Fig. 1: run 1, met1 routing
Scale bar: 20 um. Supply wires on this layer in gray.
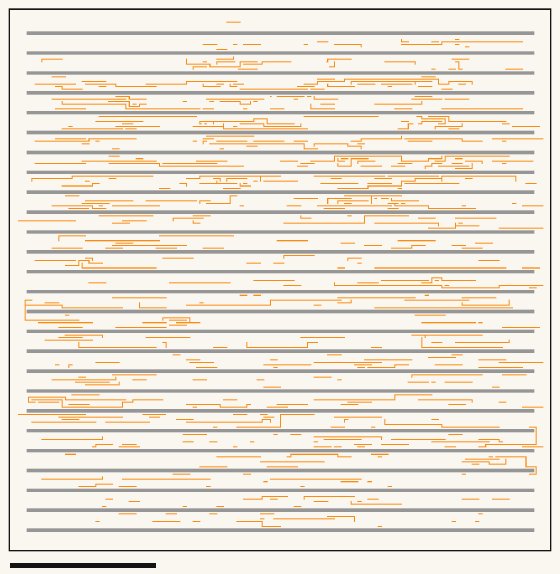
Fig. 2: run 1, met2 routing
Scale bar: 20 um.
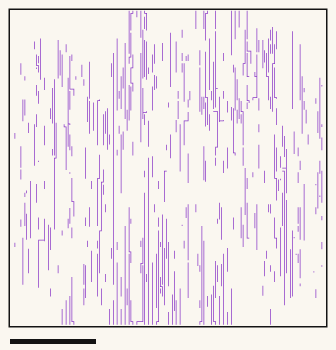
Fig. 3: run 1, signal wires on met3
Cells faint in the background.
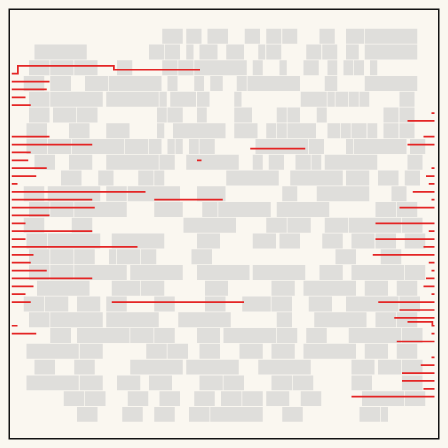
==> src/rtl/instr_sequencer.sv <==
// instr_sequencer: PC-owning fetch/decode/exec/write-back sequencer ahead of the decoder; SEQ_SINGLE_STEP_EN adds step_i and a PAUSE state
module instr_sequencer #(
  parameter int ADDR_W  = 8,
  parameter int INSTR_W = 39
) (
  input  logic               clk_i,
  input  logic               rst_i,
  input  logic               start_i,
`ifdef SEQ_SINGLE_STEP_EN
  input  logic               step_i,
`endif
  output logic               imem_req_o,
  output logic [ADDR_W-1:0]  imem_addr_o,
  input  logic               imem_ack_i,
  input  logic [INSTR_W-1:0] imem_data_i,
  output logic [INSTR_W-1:0] instr_o,
  output logic               instr_valid_o,
  output logic               wb_en_o,
  output logic [ADDR_W-1:0]  pc_o,
  output logic               busy_o,
  output logic               halted_o
);
  typedef enum logic [2:0] {
    S_IDLE   = 3'd0,
    S_FETCH  = 3'd1,
    S_DECODE = 3'd2,
    S_EXEC   = 3'd3,
    S_WB     = 3'd4,
`ifdef SEQ_SINGLE_STEP_EN
    S_PAUSE  = 3'd6,
`endif
    S_HALT   = 3'd5
  } state_t;
  state_t              state_q, state_d;
  logic [ADDR_W-1:0]   pc_q, pc_d;
  logic [INSTR_W-1:0]  instr_q, instr_d;
  logic                is_halt;
  assign is_halt = instr_q[INSTR_W-1 -: 3] == 3'b000;
  // state, program counter and instruction registers
  always_ff @(posedge clk_i or posedge rst_i) begin
    if (rst_i) begin
      state_q <= S_IDLE;
      pc_q    <= '0;
      instr_q <= '0;
    end else begin
      state_q <= state_d;
      pc_q    <= pc_d;
      instr_q <= instr_d;
    end
  end
  // next state: ack only matters in FETCH, start only in IDLE/HALT
  always_comb begin
    state_d = state_q;
    case (state_q)
      S_IDLE, S_HALT: state_d = start_i ? S_FETCH : state_q;
      S_FETCH:        state_d = imem_ack_i ? S_DECODE : S_FETCH;
      S_DECODE:       state_d = is_halt ? S_HALT : S_EXEC;
      S_EXEC:         state_d = S_WB;
`ifdef SEQ_SINGLE_STEP_EN
      S_WB:           state_d = S_PAUSE;
      S_PAUSE:        state_d = step_i ? S_FETCH : S_PAUSE;
`else
      S_WB:           state_d = S_FETCH;
`endif
      default:        state_d = S_IDLE;
    endcase
  end
  // datapath next values: restart clears pc, write-back advances it, fetch ack latches the word
  always_comb begin
    pc_d    = ((state_q == S_IDLE || state_q == S_HALT) && start_i) ? '0 :
              (state_q == S_WB) ? pc_q + 1'b1 : pc_q;
    instr_d = (state_q == S_FETCH && imem_ack_i) ? imem_data_i : instr_q;
  end
  // outputs decoded purely from registered state
  always_comb begin
    imem_req_o    = state_q == S_FETCH;
    imem_addr_o   = pc_q;
    instr_o       = instr_q;
    instr_valid_o = state_q == S_EXEC;
    wb_en_o       = state_q == S_WB;
    pc_o          = pc_q;
    busy_o        = state_q == S_FETCH || state_q == S_DECODE || state_q == S_EXEC || state_q == S_WB;
    halted_o      = state_q == S_HALT;
  end
endmodule

==> config.mk <==
export PLATFORM = sky130hd
export DESIGN_NAME = instr_sequencer
export DESIGN_NICKNAME = d
export VERILOG_FILES = /design/src/rtl/instr_sequencer.sv
export SDC_FILE = /design/constraint.sdc
export NUM_CORES = 1
export LEC_CHECK = 0
export ABC_CLOCK_PERIOD_IN_PS = 3800
export CAP_MARGIN = 20
export CORE_MARGIN = 2
export CORE_UTILIZATION = 44
export DETAILED_ROUTE_END_ITERATION = 10
export GPL_TIMING_DRIVEN = 1
export PLACE_DENSITY_LB_ADDON = 0.05
export SYNTH_ARGS = -nofsm -noshare
export SYNTH_HDL_FRONTEND = slang
export SYNTH_SLANG_ARGS = --single-unit
==> constraint.sdc <==
create_clock -name clk_i -period 3.8 [get_ports clk_i]
set_clock_uncertainty 0.1 [all_clocks]
set_input_delay 0.95 -clock clk_i [delete_from_list [all_inputs] [get_ports clk_i]]
set_output_delay 0.95 -clock clk_i [all_outputs]
set_load 0.1 [all_outputs]
==> impl_metrics.yaml, run 1 <==
# implementation run metrics
routing:
  via_per_inst: 4.70
  drt_iter0_markers: 50
  remaining_drc_errors: 0
  first_pass_iters: 2
  wl_met3_um: 385
  vias: 1523
  wirelength_met1_mm: 2.00
  wire_per_inst_um: 14.0
  routed.top_layer: "met4"
  wl_mm: 4.52
  wl_met2_mm: 2.13
  ant_nets: 0
clock_network:
  clk_pin_slew_ps: 80
  clk_latency_ps: 290
  post_cts_buffers: 0
  htreeDepth: 2
  cts_made_buffers: 5
  clock-sinks: 50
  cts_resized: 0
  cts_root_buf: "clkbuf_8"
  cts_tree: "built"
  cts_max_path_buffers: 2
  cts_hold_buffers: 0
sta:
  tns_ps: 0
  hold_violations: 0
  fmax_mhz: 347
  grt_setup_unrepaired: "false"
  setup_viol: 0
  max_slew_margin_pct: 32.1
  drv_slew: 0
  post-route-min-period_ps: 2880
  timing.final.crit_share_pct: 75.8
  fin_hold_ws_ps: 392
  worst_pin_slew_ps: 1020
  worst_slack_ps: 918
global_routing:
  antenna_found_initial: 0
  grt_pass1_vias: 1551
  grt_use_total_pct: 17.5
  overflow: 0
  grt_pass1_wl_mm: 7.31
  grt_max_degree: 51
placement:
  gp_congestion: 0.797
  place_inst: 316
  port_buffers: 102
  post-place-ws_ps: 1040
  dp_hpwl_mm: 3.26
synth:
  avgSynthCellArea_um2: 13.4
  synth_flops: 50
  synthCells: 161
  synth-edff-count: 0
  area_leaders: "dfrtp_1, mux2_2, mux2_1, buf_4, a21oi_1"
  ys_chip_area_mm2: 0.00215
  synthFlopType: "dfrtp_1"
  ys_seq_share_pct: 58.2
  ys_types: 32
  yosysTopAreaCell: "dfrtp_1"
  syn-cell-area_mm2: 0.00215
  synth.top_cell.area_share_pct: 58.2
  yosys-stat-cells: 161
  async_reset_ff_share_pct: 100
  syn_nets: 205
  yosysWarnings: 0
critical_path:
  slowest_stage: "clkdlybuf4s50_1"
  crit_fanout: 4
  path_class: "flop to primary output"
  critPathMaxStageDelay_ps: 1150
  setup.worst_path.end_class: "primary output"
  cp.required_ps: 2750
  cp_top_family: "buffers and inverters"
  path_buffers: 1
  arrival_ps: 1830
  crit_path_start_kind: "flop"
  cp_cell_sequence: "clkdlybuf4s50_1"
die:
  chipArea_mm2: 0.00546
  io_pins: 103
  design.core.area_mm2: 0.00472
  fp-utilization_pct: 45.5
  die_w_um: 73.9
  num_rows: 25
  dieHeight_um: 73.9
run_status:
  outcome: "finished, final reports clean"
cells_and_area:
  drive_gt1_share_pct: 27.2
  area_growth_pct: 47.9
  n_antenna_cell: 0
  fin_cells: 324
  layout.nets: 301
min_path:
  hp-class: "flop to flop"
run:
  tool_warnings: 26
  maxCapViolations: 0
-- Fig. 1 (at the start) --
wire length on this layer	2000 um
share of all routed wire	44%
nets with wire on the layer	247
main direction	horizontal
longest straight run	18.9 um

-- Fig. 2 (at the start) --
share of all routed wire	47%
main direction	vertical
wire length on this layer	2130 um
longest straight run	54.1 um

-- Fig. 3 (at the start) --
longest straight run	22.8 um
share of all routed wire	8.5%

[run 1: cell families (layout without fill, tap and decap cells)]
family | Yosys count | in the layout | synth area share [%]
multiplexers | 39 | 39 | 20.4
flip-flops | 50 | 50 | 58.2
buffers and inverters | 21 | 117 | 6.69
adder cells (fa/ha/maj) | 1 | 1 | 0.582
AND/OR/NAND/NOR | 29 | 29 | 8.50
AND-OR/OR-AND | 18 | 18 | 4.37
XOR/XNOR | 3 | 3 | 1.22
[run 1: per-stage QoR]
stage | utilization [%] | cell area, um2
floorplan | - | 2150
global placement | 65.3 | 3080
detailed placement | 65.3 | 3080
CTS | 66.9 | 3160
global route | 67.3 | 3180
finish | 67.3 | 3180
[run 1: Yosys cell counts (all sizes together), types with 2 or more instances]
master / number
nor3b: 2
a21oi: 10
buf: 15
dfrtp: 50
nor2: 2
and3: 2
nand2: 4
mux2: 39
or3: 6
o21ai: 6
and2: 2
nand3: 4
nand4: 2
xnor2: 2
inv: 5
[run 1: registers in the layout, indices dropped and copies added (netlist names)]
register / cells
imem_addr_o: 8
instr_o: 39
state_q: 3
[run 1: placed cells by master (no fill, tap or decap), types with 2 or more instances in the layout]
cell / Yosys / layout
nand2_1: 4 / 4
or3_1: 3 / 3
dfrtp_1: 50 / 50
nor2_1: 2 / 2
o21ai_0: 6 / 6
and2_2: 1 / 2
mux2_2: 29 / 29
clkbuf_1: 1 / 2
nand3_1: 4 / 4
a21oi_1: 10 / 10
clkdlybuf4s50_1: 0 / 77
inv_1: 5 / 4
or3_2: 3 / 3
mux2_1: 10 / 10
clkbuf_8: 0 / 5
xnor2_1: 2 / 2
buf_4: 11 / 27
nand4_1: 2 / 2
[run 1: path summary, 6_finish.rpt]
path | slack [ps] | to | start | cells past startpoint
min in group asynchronous | 820 | instr_o[27] | rst_i | 2
hold reg to reg | 390 | instr_o[8] | instr_o[8] | 1
setup reg to reg | 1700 | instr_o[28] | state_q[0] | 4
setup / recovery | 920 | pc_o[7] | imem_addr_o[7] | 1
max in group asynchronous | 2280 | instr_o[38] | rst_i | 3
hold / removal | 390 | instr_o[8] | instr_o[8] | 1
[run 1: routing by layer]
metal	global-route usage [%]	vias up
li1	-	745
met2	28.7	68
met1	22.1	708
met3	6.45	2
met4	4.24	0
met5	0	-
[run 1: layout make-up]
class | count | area [um2]
inverter | 5 | 18.8
tap | 67 | 83.8
timing repair buffer | 105 | 993
clock buffer | 7 | 76.3
fill | 383 | 1540
multi-input combinational | 90 | 756
sequential | 50 | 1250
==> run 1 -> run 2 <==
--- a/config.mk
+++ b/config.mk
@@ -5,10 +5,10 @@
 export SDC_FILE = /design/constraint.sdc
 export NUM_CORES = 1
 export LEC_CHECK = 0
-export ABC_CLOCK_PERIOD_IN_PS = 3800
+export ABC_CLOCK_PERIOD_IN_PS = 2600
 export CAP_MARGIN = 20
 export CORE_MARGIN = 2
-export CORE_UTILIZATION = 44
+export CORE_UTILIZATION = 37
 export DETAILED_ROUTE_END_ITERATION = 10
 export GPL_TIMING_DRIVEN = 1
 export PLACE_DENSITY_LB_ADDON = 0.05
==> constraint.sdc (replaced) <==
create_clock -name clk_i -period 2.6 [get_ports clk_i]
set_clock_uncertainty 0.1 [all_clocks]
set_input_delay 0.65 -clock clk_i [delete_from_list [all_inputs] [get_ports clk_i]]
set_output_delay 0.65 -clock clk_i [all_outputs]
set_load 0.1 [all_outputs]
==> run 2 against run 1 <==
Net effect: register-to-register slack worse by 1000 ps; core utilization down 9.4 points; flip-flop count unchanged; global-route usage fell by 2.9 points; critical path type unchanged; via count rose by 4.1%; synthesized cell count unchanged; setup slack worse by 680 ps.
==> impl_metrics.yaml, run 2 <==
# implementation run metrics
synth:
  syn_nets: 205
  synth.top_cell.area_share_pct: 58.2
  area_leaders: "dfrtp_1, mux2_2, mux2_1, buf_4, a21oi_1"
  ys_types: 32
  yosys-stat-cells: 161
  syn-cell-area_mm2: 0.00215
  synth_flops: 50
  ys_seq_share_pct: 58.2
  yosysMostFrequentCell: "dfrtp_1"
  synthFlopType: "dfrtp_1"
  avgSynthCellArea_um2: 13.4
  yosysWarnings: 0
  synthCells: 161
  synth-edff-count: 0
  async_reset_ff_share_pct: 100
  ys_chip_area_mm2: 0.00215
  yosysTopAreaCell: "dfrtp_1"
  netlist_top_cells_count: "dfrtp_1, mux2_2, buf_4"
critical_path:
  arrival_ps: 1610
  path_class: "flop to primary output"
  setup.worst_path.end_class: "primary output"
  cp.required_ps: 1850
  crit_path_start_kind: "flop"
  crit_fanout: 9
sta:
  fin_hold_ws_ps: 391
  worst_pin_slew_ps: 302
  fmax_mhz: 423
  post-route-min-period_ps: 2360
  setup_viol: 0
  max_slew_margin_pct: 79.9
  grt_setup_unrepaired: "false"
  timing.final.crit_share_pct: 91.0
  drv_slew: 0
  tns_ps: 0
  hold_violations: 0
clock_network:
  cts_max_path_buffers: 2
  cts_hold_buffers: 0
  cts_root_buf: "clkbuf_8"
  cts_resized: 0
  clk_pin_slew_ps: 90
  cts_tree: "built"
  clock-sinks: 50
  clk_latency_ps: 300
  cts_made_buffers: 5
  htreeDepth: 2
  post_cts_buffers: 0
die:
  fp-utilization_pct: 38.6
  design.core.area_mm2: 0.00557
  io_pins: 103
  chipArea_mm2: 0.00644
  dieHeight_um: 80.2
  die_w_um: 80.2
  num_rows: 27
cells_and_area:
  lay_top_cells: "buf_4, dfrtp_1, clkdlybuf4s50_1"
  layout.cells.most_common: "buf_4"
  drive_gt1_share_pct: 42.5
  layout.nets: 302
  largest_reg_flops: 39
  n_antenna_cell: 0
  area_growth_pct: 50.3
global_routing:
  grt_pass1_wl_mm: 7.29
  antenna_found_initial: 0
  grt_use_total_pct: 14.7
  overflow: 0
  grt_pass1_vias: 1578
  grt_max_degree: 40
routing:
  first_pass_iters: 5
  vias: 1586
  via_per_inst: 4.79
  wire_per_inst_um: 13.6
  drt_iter0_markers: 46
  ant_nets: 0
  remaining_drc_errors: 0
  wl_mm: 4.49
run:
  maxCapViolations: 0
  tool_warnings: 26
placement:
  port_buffers: 102
  gp_congestion: 0.708
  dp_hpwl_mm: 3.36
min_path:
  hp-class: "flop to flop"
run_status:
  outcome: "finished, final reports clean"
run 2: netlist changes by cell type in the layout (fill, tap and decap cells not counted):
cell / delta
bufinv_16: +1
xnor2_1: -1
buf_12: +6
clkbuf_1: -2
clkinv_2: +1
xnor2_2: +1
inv_6: +1
buf_4: +30
nor3b_4: +1
clkdlybuf4s50_1: -35
nor3b_2: -1
run 2: critical path, cell delays in order, from the launching register on:
cell     delay (ps)
dfrtp_1         470
or3b_1          520
inv_1           150
buf_12          180
run 2: layout make-up:
type | instances | area, um2
Inverter | 5 | 18.8
Multi-Input combinational cell | 90 | 769
Tap cell | 72 | 90.1
Clock buffer | 5 | 68.8
Fill cell | 485 | 2340
Timing Repair Buffer | 106 | 988
Clock inverter | 3 | 43.8
Sequential cell | 50 | 1250
run 2: path summary, 6_finish.rpt:
check / start / endpoint / slack [ps] / cells past startpoint
worst max-delay path: state_q[1] / wb_en_o / 240 / 3
worst min-delay path: instr_o[7] / instr_o[7] / 390 / 1
worst max register to register: state_q[2] / instr_o[28] / 690 / 5
worst min register to register: instr_o[7] / instr_o[7] / 390 / 1
max in group asynchronous: rst_i / instr_o[7] / 1410 / 3
min in group asynchronous: rst_i / instr_o[24] / 510 / 2
run 2: metrics by stage:
stage          setup slack, ps  instances  util, %  instance area [um2]
3_3_place_gp               465        323     55.9                 3120
6_report                   235        331     58.0                 3230
3_5_place_dp               443        323     55.9                 3120
5_1_grt                    150        331     58.0                 3230
2_1_floorplan              121        161        -                 2160
4_1_cts                    221        331     58.0                 3230
run 2: cell families after synthesis:
kind of cell | count (synthesis) | share of synthesized area, %
buf+inv | 21 | 6.69
fa+ha+maj | 1 | 0.582
xor+xnor | 3 | 1.22
mux | 39 | 20.4
compound gates | 18 | 4.37
simple gates | 29 | 8.50
flops | 50 | 58.2
run 2: per-layer routing:
| layer | global-route usage, % | up-vias | wire (um) |
|---|---|---|---|
| met2 | 26.9 | 47 | 2440 |
| li1 | - | 749 | - |
| met3 | 5.51 | 6 | 335 |
| met4 | 4.58 | 0 | 57 |
| met5 | 0 | - | 0 |
| met1 | 15.4 | 784 | 1660 |
Fig. 4: run 2, met1 routing
Scale bar: 20 um. Supply wires on this layer in gray.
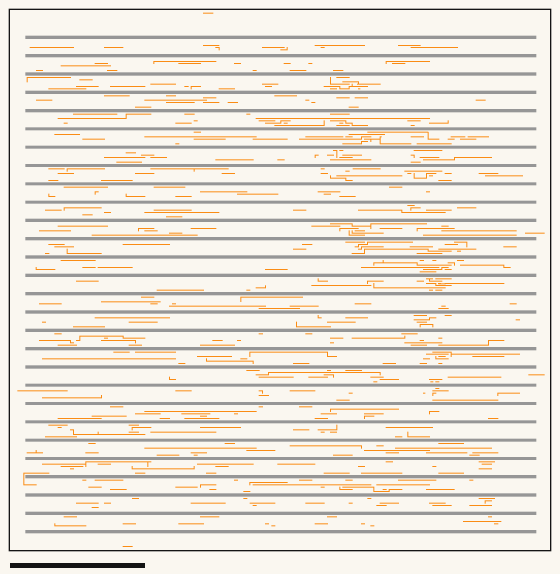
longest straight run	25.8 um
wire length on this layer	1660 um

Fig. 5: run 2, clock network drawn from the DEF
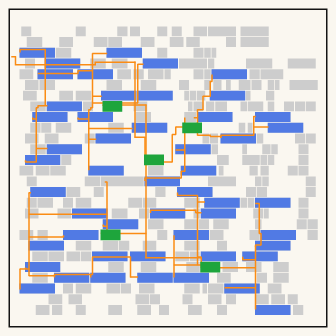
[flip-flops] blue | count: 50
[cells driving clock nets] green | count: 5
[clock wires] orange | length: 592 um
flops lie	spread over the die

==> run 2 -> run 3 <==
--- a/config.mk
+++ b/config.mk
@@ -7,7 +7,6 @@
 export LEC_CHECK = 0
 export ABC_CLOCK_PERIOD_IN_PS = 2600
 export CAP_MARGIN = 20
-export CORE_MARGIN = 2
 export CORE_UTILIZATION = 37
 export DETAILED_ROUTE_END_ITERATION = 10
 export GPL_TIMING_DRIVEN = 1
==> run 3 against run 2 <==
Net effect: final cell count increased by 0.30%; flip-flop count stayed put; final area fell by 0.58%; worst hold slack better by 0.80 ps; clock-buffer cell count stayed put; non-clock buffer count is 2 higher; register-to-register slack got worse by 50 ps; synthesized cell count is the same; setup slack got worse by 56 ps; area after synthesis is the same; via count shrank 2.5%.
==> impl_metrics.yaml, run 3 <==
# implementation run metrics
cells_and_area:
  drive_gt1_share_pct: 42.7
  lay_top_cells: "buf_4, dfrtp_1, clkdlybuf4s50_1"
  largest_reg_flops: 39
  layout.cells.most_common: "buf_4"
  n_antenna_cell: 0
  fin_util_pct: 58.0
  layout.nets: 304
  area_growth_pct: 49.4
global_routing:
  grt_pass1_wl_mm: 7.47
  grt_max_degree: 25
  grt_use_total_pct: 15.7
  overflow: 0
  antenna_found_initial: 0
  grt_pass1_vias: 1571
synth:
  yosysTopAreaCell: "dfrtp_1"
  synth-edff-count: 0
  synthCells: 161
  syn-cell-area_mm2: 0.00215
  yosysMostFrequentCell: "dfrtp_1"
  avgSynthCellArea_um2: 13.4
  async_reset_ff_share_pct: 100
  synth_flops: 50
  yosysWarnings: 0
  synth.top_cell.area_share_pct: 58.2
  syn_nets: 205
  ys_chip_area_mm2: 0.00215
  ys_types: 32
  netlist_top_cells_count: "dfrtp_1, mux2_2, buf_4"
  ys_seq_share_pct: 58.2
  synthFlopType: "dfrtp_1"
  yosys-stat-cells: 161
  area_leaders: "dfrtp_1, mux2_2, mux2_1, buf_4, a21oi_1"
clock_network:
  clock-sinks: 50
  clk_latency_ps: 290
  cts_hold_buffers: 0
  cts_root_buf: "clkbuf_8"
  post_cts_buffers: 0
  cts_made_buffers: 5
  htreeDepth: 2
  clk_pin_slew_ps: 90
  cts_max_path_buffers: 2
  cts_resized: 0
  cts_tree: "built"
routing:
  first_pass_iters: 4
  drt_iter0_markers: 40
  vias: 1546
  ant_nets: 0
  remaining_drc_errors: 0
  wl_mm: 4.46
  via_per_inst: 4.66
  wire_per_inst_um: 13.4
critical_path:
  path_buffers: 2
  rrSetupSlack_ps: 640
  cp_cell_sequence: "or3b_1 -> inv_1 -> buf_12"
  crit_path_start_kind: "flop"
  crit_fanout: 12
  cp.required_ps: 1850
  arrival_ps: 1670
  critPathMaxStageDelay_ps: 560
  slowest_stage: "or3b_1"
  r2r_start: "state_q[0]"
  cp_num_cells: 3
  path_class: "flop to primary output"
  r2r_end: "instr_o[36]"
  reg2regPathDepth: 4
  cp_top_family: "simple AND/OR/NAND/NOR gates"
  setup.worst_path.end_class: "primary output"
  startpoint: "state_q[0]"
sta:
  hold_violations: 0
  post-route-min-period_ps: 2420
  drv_slew: 0
  setup_viol: 0
  fmax_mhz: 413
  max_slew_margin_pct: 66.1
  fin_hold_ws_ps: 392
  worst_pin_slew_ps: 508
  tns_ps: 0
  grt_setup_unrepaired: "false"
  timing.final.crit_share_pct: 93.1
min_path:
  min_to: "instr_o[3]"
  hp-class: "flop to flop"
  min-delay-start: "instr_o[3]"
  min_path_cells: 1
die:
  chipArea_mm2: 0.00612
  num_rows: 27
  design.core.area_mm2: 0.00554
  die_w_um: 78.2
  io_pins: 103
  dieHeight_um: 78.2
  fp-utilization_pct: 38.8
placement:
  dp_hpwl_mm: 3.36
  port_buffers: 102
run:
  maxCapViolations: 0
  tool_warnings: 26
run_status:
  outcome: "finished, final reports clean"
-- run 3: netlist changes by cell type in the layout (fill, tap and decap cells not counted) --
| cell | change |
|---|---|
| inv_6 | -1 |
| clkinv_2 | +1 |
| buf_4 | +2 |
| bufinv_16 | -1 |
-- run 3: logic make-up after synthesis --
family | after synthesis | synth area share (%)
muxes | 39 | 20.4
buffers and inverters | 21 | 6.69
and+or+nand+nor | 29 | 8.50
AOI/OAI and AO/OA | 18 | 4.37
adders and majority gates | 1 | 0.582
xor gates and xnor gates | 3 | 1.22
DFF | 50 | 58.2
-- run 3: worst max path at each step --
stage,endpoint,slack [ps]
after floorplan,instr_o[0],120
after global placement,instr_o[11],370
after detailed placement,instr_o[13],340
after CTS,wb_en_o,160
after global routing,wb_en_o,50
final,wb_en_o,180
-- run 3: final cells by class --
cell class | count | area (um2)
clock buffers | 5 | 68.8
clock inverters | 2 | 10.0
fillers | 484 | 2330
inverters | 5 | 18.8
multi-input cells | 90 | 769
flip-flops and latches | 50 | 1250
well taps | 72 | 90.1
repair buffers | 108 | 1000
-- run 3: worst register-to-register path, stage by stage (launching register included) --
cell and delay [ps]:
dfrtp_1 530, nor3b_4 310, and2_2 360, buf_12 200, mux2_2 350
-- run 3: metal layers --
layer / vias to the layer above / GRT usage, % / routed length [um]
li1: 752 / - / -
met1: 736 / 19.7 / 1940
met2: 53 / 26.4 / 2180
met3: 5 / 4.53 / 297
met4: 0 / 4.44 / 38
met5: - / 0 / 0
-- run 3: through the flow --
stage	cells	setup WS, ps	instance area (um2)
after global routing	332	50.7	3210
final	332	180	3210
after floorplan	161	121	2160
after global placement	325	369	3130
after detailed placement	325	340	3130
after CTS	332	163	3210
Fig. 6: run 3, met2 routing
Scale bar: 20 um.
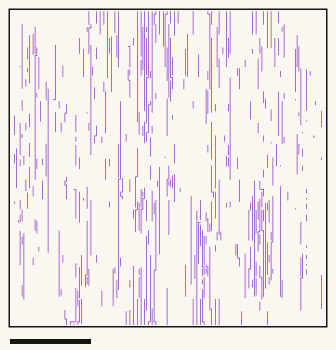
wire length on this layer	2180 um
nets with wire on the layer	273

Fig. 7: run 3, signal wires on met3
Cells faint in the background.
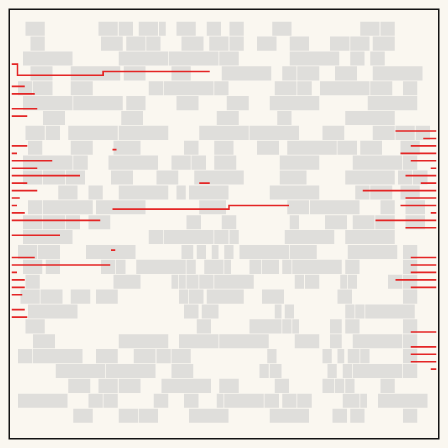
share of all routed wire	6.7%
nets with wire on the layer	50
longest straight run	21.2 um


==> screenshots <==
Track usage over the die.
panel A
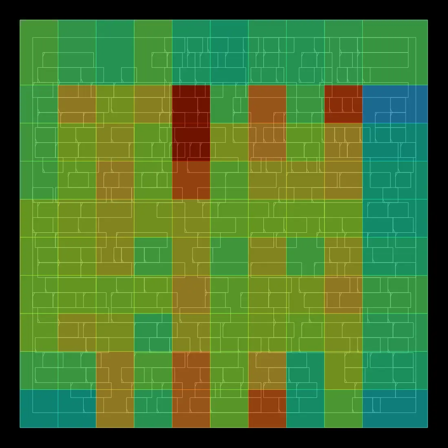
panel B
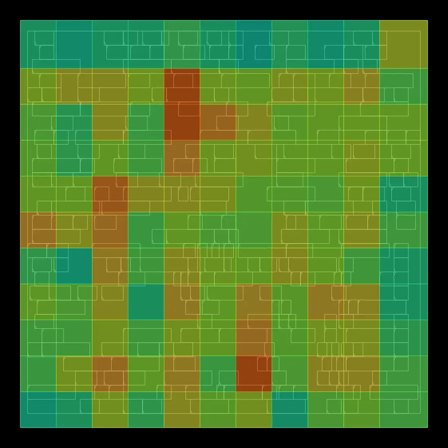
Panel A is run 1.
Panel B is run 3.

